==> src/rtl/ws2812b_frame_streamer_if.sv <==
// Bus bundle between the frame streamer, the frame-buffer RAM and the parallel WS2812B output module.
// The master side is the streamer; the slave side groups the RAM read port and the LED-word consumer.
interface ws2812b_frame_streamer_if #(
    parameter int STRIPE_COUNT = 2,
    parameter int ADDR_WIDTH   = 14
);
    logic [ADDR_WIDTH-1:0]     mem_addr;
    logic                      mem_rd;
    logic [7:0]                mem_data;
    logic [24*STRIPE_COUNT-1:0] bitstream;
    logic                      bitstream_available;
    logic                      bitstream_read;

    modport master (
        output mem_addr,
        output mem_rd,
        input  mem_data,
        output bitstream,
        output bitstream_available,
        input  bitstream_read
    );

    modport slave (
        input  mem_addr,
        input  mem_rd,
        output mem_data,
        input  bitstream,
        input  bitstream_available,
        output bitstream_read
    );
endinterface

==> src/rtl/ws2812b_frame_streamer.sv <==
// Walks the LED positions of one frame bank, packs the GRB bytes of all stripes into one word and
// prefetches the next word. Optional brightness scaling: define WS2812B_FRAME_STREAMER_BRIGHTNESS_EN.
module ws2812b_frame_streamer #(
    parameter int STRIPE_COUNT = 2,
    parameter int LED_COUNT    = 121,
    parameter int ADDR_WIDTH   = 14
) (
    input  logic                         clk,
    input  logic                         reset,
    input  logic                         start,
    input  logic                         bank_sel,
    output logic                         busy,
    output logic                         frame_done,
    output logic                         start_dropped,
    input  logic [7:0]                   brightness,
    ws2812b_frame_streamer_if.master     bus
);
    localparam int NBYTES = 3 * STRIPE_COUNT;
    localparam int WORD_W = 24 * STRIPE_COUNT;
`ifdef WS2812B_FRAME_STREAMER_BRIGHTNESS_EN
    localparam int FETCH_LEN = NBYTES + 2;
`else
    localparam int FETCH_LEN = NBYTES + 1;
`endif
    localparam int CNT_W  = $clog2(FETCH_LEN);
    localparam int BYTE_W = $clog2(NBYTES);
    localparam int LED_W  = (LED_COUNT > 1) ? $clog2(LED_COUNT) : 1;

    if (STRIPE_COUNT < 1 || STRIPE_COUNT > 8) begin : g_bad_stripe_count
        $error("STRIPE_COUNT must be in 1..8");
    end
    if (LED_COUNT < 1 || LED_COUNT > 1023) begin : g_bad_led_count
        $error("LED_COUNT must be in 1..1023");
    end
    if (3 * STRIPE_COUNT * LED_COUNT > (1 << (ADDR_WIDTH - 1))) begin : g_bank_overflow
        $error("frame does not fit into half of the address space");
    end

    typedef enum logic [1:0] {IDLE, FETCH, HOLD, DRAIN} state_t;

    state_t                  state_reg, state_next;
    logic [CNT_W-1:0]        cnt_reg, cnt_next;
    logic [LED_W-1:0]        led_reg, led_next;
    logic [ADDR_WIDTH-1:0]   addr_reg, addr_next;
    logic                    done_reg, done_next;
    logic                    dropped_reg, dropped_next;

    logic                    rd_fire;
    logic                    load;
    logic                    consume;

    logic                    rd_d_reg;
    logic [BYTE_W-1:0]       idx_d_reg;
    logic                    cap_vld;
    logic [BYTE_W-1:0]       cap_idx;
    logic [7:0]              cap_byte;
    logic [7:0]              shadow_reg [NBYTES];
    logic [WORD_W-1:0]       shadow_word;
    logic [WORD_W-1:0]       out_reg;
    logic                    avail_reg;

    assign rd_fire = (state_reg == FETCH) && (cnt_reg < CNT_W'(NBYTES));
    assign load    = (state_reg == HOLD) && (!avail_reg || bus.bitstream_read);
    assign consume = avail_reg && bus.bitstream_read;

    always_ff @(posedge clk) begin
        if (reset) begin
            state_reg   <= IDLE;
            cnt_reg     <= '0;
            led_reg     <= '0;
            addr_reg    <= '0;
            done_reg    <= 1'b0;
            dropped_reg <= 1'b0;
        end else begin
            state_reg   <= state_next;
            cnt_reg     <= cnt_next;
            led_reg     <= led_next;
            addr_reg    <= addr_next;
            done_reg    <= done_next;
            dropped_reg <= dropped_next;
        end
    end

    // The address register only advances between reads, so it keeps the last read address afterwards.
    always_comb begin
        state_next   = state_reg;
        cnt_next     = cnt_reg;
        led_next     = led_reg;
        addr_next    = addr_reg;
        done_next    = 1'b0;
        dropped_next = start && (state_reg != IDLE);
        case (state_reg)
            IDLE: begin
                if (start) begin
                    state_next = FETCH;
                    cnt_next   = '0;
                    led_next   = '0;
                    addr_next  = {bank_sel, {(ADDR_WIDTH-1){1'b0}}};
                end
            end
            FETCH: begin
                cnt_next = cnt_reg + CNT_W'(1);
                if (cnt_reg < CNT_W'(NBYTES - 1)) begin
                    addr_next = addr_reg + ADDR_WIDTH'(1);
                end
                if (cnt_reg == CNT_W'(FETCH_LEN - 1)) begin
                    state_next = HOLD;
                end
            end
            HOLD: begin
                if (load) begin
                    if (led_reg == LED_W'(LED_COUNT - 1)) begin
                        state_next = DRAIN;
                    end else begin
                        state_next = FETCH;
                        cnt_next   = '0;
                        led_next   = led_reg + LED_W'(1);
                        addr_next  = addr_reg + ADDR_WIDTH'(1);
                    end
                end
            end
            DRAIN: begin
                if (consume) begin
                    state_next = IDLE;
                    done_next  = 1'b1;
                end
            end
            default: state_next = IDLE;
        endcase
    end

`ifdef WS2812B_FRAME_STREAMER_BRIGHTNESS_EN
    logic [7:0]        bright_reg;
    logic              prod_vld_reg;
    logic [BYTE_W-1:0] prod_idx_reg;
    logic [7:0]        prod_byte_reg;

    always_ff @(posedge clk) begin
        if (reset) begin
            bright_reg    <= '0;
            prod_vld_reg  <= 1'b0;
            prod_idx_reg  <= '0;
            prod_byte_reg <= '0;
        end else begin
            if (start && state_reg == IDLE) begin
                bright_reg <= brightness;
            end
            prod_vld_reg  <= rd_d_reg;
            prod_idx_reg  <= idx_d_reg;
            prod_byte_reg <= 8'((16'(bus.mem_data) * (16'(bright_reg) + 16'd1)) >> 8);
        end
    end

    assign cap_vld  = prod_vld_reg;
    assign cap_idx  = prod_idx_reg;
    assign cap_byte = prod_byte_reg;
`else
    logic unused_brightness;
    assign unused_brightness = ^brightness;

    assign cap_vld  = rd_d_reg;
    assign cap_idx  = idx_d_reg;
    assign cap_byte = bus.mem_data;
`endif

    always_ff @(posedge clk) begin
        if (reset) begin
            rd_d_reg  <= 1'b0;
            idx_d_reg <= '0;
            out_reg   <= '0;
            avail_reg <= 1'b0;
            for (int i = 0; i < NBYTES; i++) begin
                shadow_reg[i] <= '0;
            end
        end else begin
            rd_d_reg  <= rd_fire;
            idx_d_reg <= cnt_reg[BYTE_W-1:0];
            if (cap_vld) begin
                shadow_reg[cap_idx] <= cap_byte;
            end
            // A load in the same cycle as a read keeps the word flow bubble-free.
            if (load) begin
                out_reg   <= shadow_word;
                avail_reg <= 1'b1;
            end else if (consume) begin
                avail_reg <= 1'b0;
            end
        end
    end

    // Byte b of the fetch belongs to stripe b/3, colour b%3 (G, R, B from the MSB down).
    for (genvar gi = 0; gi < NBYTES; gi++) begin : g_pack
        assign shadow_word[24*(gi/3) + 16 - 8*(gi%3) +: 8] = shadow_reg[gi];
    end

    assign bus.mem_addr            = addr_reg;
    assign bus.mem_rd              = rd_fire;
    assign bus.bitstream           = out_reg;
    assign bus.bitstream_available = avail_reg;
    assign busy                    = (state_reg != IDLE);
    assign frame_done              = done_reg;
    assign start_dropped           = dropped_reg;
endmodule

==> src/flat_wrapper.sv <==
// flat-port wrapper written by rule: the top's interface ports become plain ports
module ws2812b_frame_streamer_flat 
#(
    parameter int STRIPE_COUNT = 2,
    parameter int LED_COUNT    = 121,
    parameter int ADDR_WIDTH   = 14
)
  (clk, reset, start, bank_sel, busy, frame_done, start_dropped, brightness, bus_mem_addr, bus_mem_rd, bus_mem_data, bus_bitstream, bus_bitstream_available, bus_bitstream_read);
  ws2812b_frame_streamer_if #(.STRIPE_COUNT(STRIPE_COUNT), .ADDR_WIDTH(ADDR_WIDTH)) bus_i ();
  input  logic clk;
  input  logic reset;
  input  logic start;
  input  logic bank_sel;
  output logic busy;
  output logic frame_done;
  output logic start_dropped;
  input  logic [7:0] brightness;
  output wire logic [$bits(bus_i.mem_addr)-1:0] bus_mem_addr;
  output wire logic [$bits(bus_i.mem_rd)-1:0] bus_mem_rd;
  input wire logic [$bits(bus_i.mem_data)-1:0] bus_mem_data;
  output wire logic [$bits(bus_i.bitstream)-1:0] bus_bitstream;
  output wire logic [$bits(bus_i.bitstream_available)-1:0] bus_bitstream_available;
  input wire logic [$bits(bus_i.bitstream_read)-1:0] bus_bitstream_read;
  assign bus_mem_addr = bus_i.mem_addr;
  assign bus_mem_rd = bus_i.mem_rd;
  assign bus_i.mem_data = bus_mem_data;
  assign bus_bitstream = bus_i.bitstream;
  assign bus_bitstream_available = bus_i.bitstream_available;
  assign bus_i.bitstream_read = bus_bitstream_read;
  ws2812b_frame_streamer #(.STRIPE_COUNT(STRIPE_COUNT), .LED_COUNT(LED_COUNT), .ADDR_WIDTH(ADDR_WIDTH)) u_core (.clk(clk), .reset(reset), .start(start), .bank_sel(bank_sel), .busy(busy), .frame_done(frame_done), .start_dropped(start_dropped), .brightness(brightness), .bus(bus_i));
endmodule
==> config.mk <==
export PLATFORM = sky130hd
export DESIGN_NAME = ws2812b_frame_streamer_flat
export DESIGN_NICKNAME = d
export VERILOG_FILES = /design/src/rtl/ws2812b_frame_streamer_if.sv /design/src/rtl/ws2812b_frame_streamer.sv /design/src/flat_wrapper.sv
export SDC_FILE = /design/constraint.sdc
export NUM_CORES = 1
export LEC_CHECK = 0
export ABC_AREA = 1
export CAP_MARGIN = 20
export CORE_UTILIZATION = 57
export CTS_CLUSTER_DIAMETER = 150
export DETAILED_ROUTE_END_ITERATION = 6
export PLACE_DENSITY = 0.91
export SYNTH_ARGS = -nofsm -noshare
export SYNTH_HDL_FRONTEND = slang
export SYNTH_SLANG_ARGS = --single-unit
export TNS_END_PERCENT = 50
==> constraint.sdc <==
create_clock -name clk -period 4.5 [get_ports clk]
set_clock_uncertainty 0.1 [all_clocks]
set_input_delay 1.125 -clock clk [delete_from_list [all_inputs] [get_ports clk]]
set_output_delay 1.125 -clock clk [all_outputs]
set_load 0.02 [all_outputs]
==> impl_metrics.csv <==
group,metric,value,unit
run_status,outcome,"complete, but fails checks",
run_status,violated_checks,"design-rule violations",
setup_path,rr_worst_depth,8,
detailed_routing,top_layer,"met4",
global_route,via_count_of_the_first_global_routing_pass,4268,
detailed_routing,drc,7,
clock_tree,cts_tree,"done",
yosys,postSynthNetCount,657,
yosys,yosys-stat-area,5280,um^2
power,ir_drop,0.345,mV
die,placementRows,34,
global_route,grt_max_degree,62,
clock_tree,cts_num_sinks,129,
detailed_routing,detailedRoute.firstPassIterationCount,7,
final_timing,setup_repair_after_global_routing_missed_its_margin,"no",
job,cap_violations,0,
yosys,syn-cell-area,5280,um^2
detailed_routing,detail_route.iter0.violations,349,
setup_path,crit_type,"reg2out",
detailed_routing,met1Wirelength,4.89,mm
clock_tree,htree_levels,4,
clock_tree,clockRootBuffer,"clkbuf_8",
yosys,synthTopCellsByArea,"dfxtp_1, edfxtp_1, nor2_1",
yosys,synth_area_per_cell,8.43,um^2
yosys,netlist.top_cell.by_area,"dfxtp_1",
setup_path,critPathCaptureType,"output pin",
final_timing,finalSetupViolCount,0,
yosys,yosysTopAreaCellShare,30.7,%
power,power.leakage,2.66,nW
final_timing,timing.final.hold_violations,0,
yosys,number_of_flip_flops_and_latches_in_the_synthesized_netlist,129,
die,initial_utilization,59.7,%
yosys,netlist-cell-type-count,31,
clock_tree,cts_inserted_buffers,17,
final_timing,setup-tns-final,0,ns
die,floorplan.die_area,9660,um^2
clock_tree,clock_pin_transition_on_the_worst_setup_and_hold_timing_paths,0.06,ns
die,die_height,98.3,um
placed_design,port_buffers,79,
clock_tree,cts_repair_resize_count,0,
yosys,synth.yosys.num_cells,627,
setup_path,crit_required,3.27,ns
yosys,synth_cells,627,
job,warning_count,39,
==> cells in the mapped netlist, drive strengths merged <==
| library cell | count |
|---|---|
| nor3b | 1 |
| clkbuf | 12 |
| nor2 | 195 |
| ha | 9 |
| nand4 | 7 |
| nand3 | 22 |
| xor2 | 2 |
| xnor2 | 2 |
| o21ai | 54 |
| nand2 | 97 |
| dfxtp | 81 |
| o31ai | 1 |
| edfxtp | 48 |
| buf | 9 |
| inv | 59 |
| nor3 | 5 |
| or2 | 2 |
| a21oi | 21 |
==> worst max-delay path: stages (launching register included) <==
cell             delay, ns
dfxtp_1               0.35
inv_1                 0.11
ha_1                  0.22
inv_1                 0.09
nor2_1                0.18
clkdlybuf4s50_1       0.65
==> worst min-delay path by stage <==
stage               depth (start not counted)  slack (ns)                end                     from
floorplan                                   2        0.35  bus_bitstream[16]  u_core.shadow_reg[0][0]
global placement                            2        0.36  bus_bitstream[26]  u_core.shadow_reg[5][2]
detailed placement                          2        0.36  bus_bitstream[23]  u_core.shadow_reg[0][7]
CTS                                         2        0.37  bus_bitstream[21]  u_core.shadow_reg[0][5]
global route                                2        0.40  bus_bitstream[41]  u_core.shadow_reg[3][1]
finish                                      2        0.37  bus_bitstream[21]  u_core.shadow_reg[0][5]
==> report_power, final <==
group / internal [mW] / switching, mW
clock network: 0.727 / 0.553
registers: 1.39 / 0.107
logic: 0.406 / 0.667
total: 2.53 / 1.33
==> cells in the final DEF (no fill, tap or decap), types with 6 or more instances in the layout <==
cell / count
nand3_1: 20
clkbuf_16: 17
nand2_2: 6
edfxtp_1: 48
nand4_1: 6
o21ai_0: 52
inv_6: 6
nand2_1: 91
dfxtp_1: 81
nor2_1: 188
a21oi_1: 20
inv_1: 57
nor2_2: 6
ha_1: 9
clkdlybuf4s50_1: 79
==> through the flow <==
step                      setup slack (ns)  util (%)  instance area (um^2)  std cells
after floorplan                       1.98         -                  5280        627
after global placement                1.35      69.3                  6140        797
after detailed placement              1.27      69.3                  6140        797
after CTS                             1.15      75.6                  6690        829
after global routing                  1.09      75.6                  6690        829
final                                 1.16      75.6                  6690        829
==> per-layer routing <==
layer	track usage [%]	up-vias
met3	6.37	21
met2	46.5	177
li1	-	2166
met4	9.07	0
met5	0	-
met1	32.7	2082
==> final cells by class <==
class	instances	area, um^2	area share (%)
clock inverter	13	108	1.61
inverter	59	221	3.31
timing repair buffer	83	821	12.3
tap	108	135	2.02
clock buffer	19	443	6.62
multi-input combinational	418	1900	28.3
sequential	129	3060	45.8
==> logic make-up after synthesis <==
kind of cell	Yosys count	synth area share (%)
compound gates	76	7.32
simple gates	329	25.8
fa+ha+maj	9	2.13
xor+xnor	4	0.663
flops	129	58.0
buf+inv	80	6.13
Sequential cells colored by netlist name:
Bar = 20 um. Other sequential cells in the stronger gray, the rest of the logic in the fainter gray.
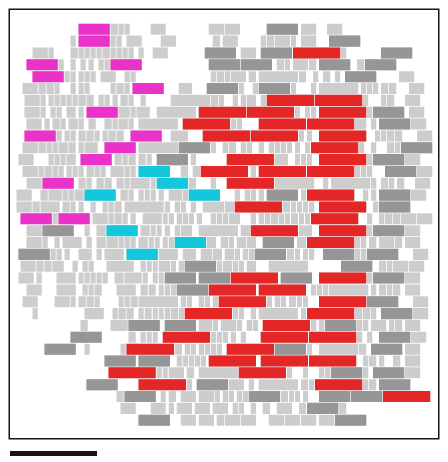
legend:
  u_core.bus.mem_addr:
    color: magenta
    flops: 14
  u_core.led_reg:
    color: cyan
    flops: 7
  u_core.shadow_reg:
    color: red
    flops: 48
not colored: 60

Track usage over the die:
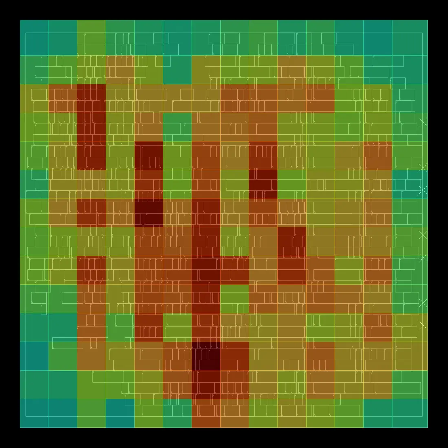
M2 GR Usage: 46.5%
busiest grt layer: met2
wire length per cell: 14.7 um

Wiring heat map:
Bar = 20 um. The die is cut into 20 by 20 equal tiles; dark blue is low, red is high, scaled to the fullest tile. Values are wire area over tile area, all layers added.
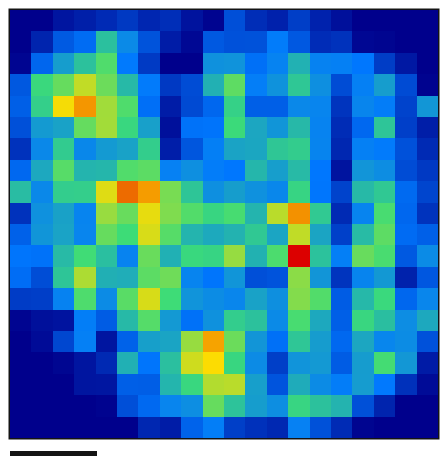
nearly empty tiles: 11%
emptiest ninth of the die: lower left
fullest tile: 0.70
mean over tiles: 0.20

No activity file was given, so power comes from the tool's default toggle rates.
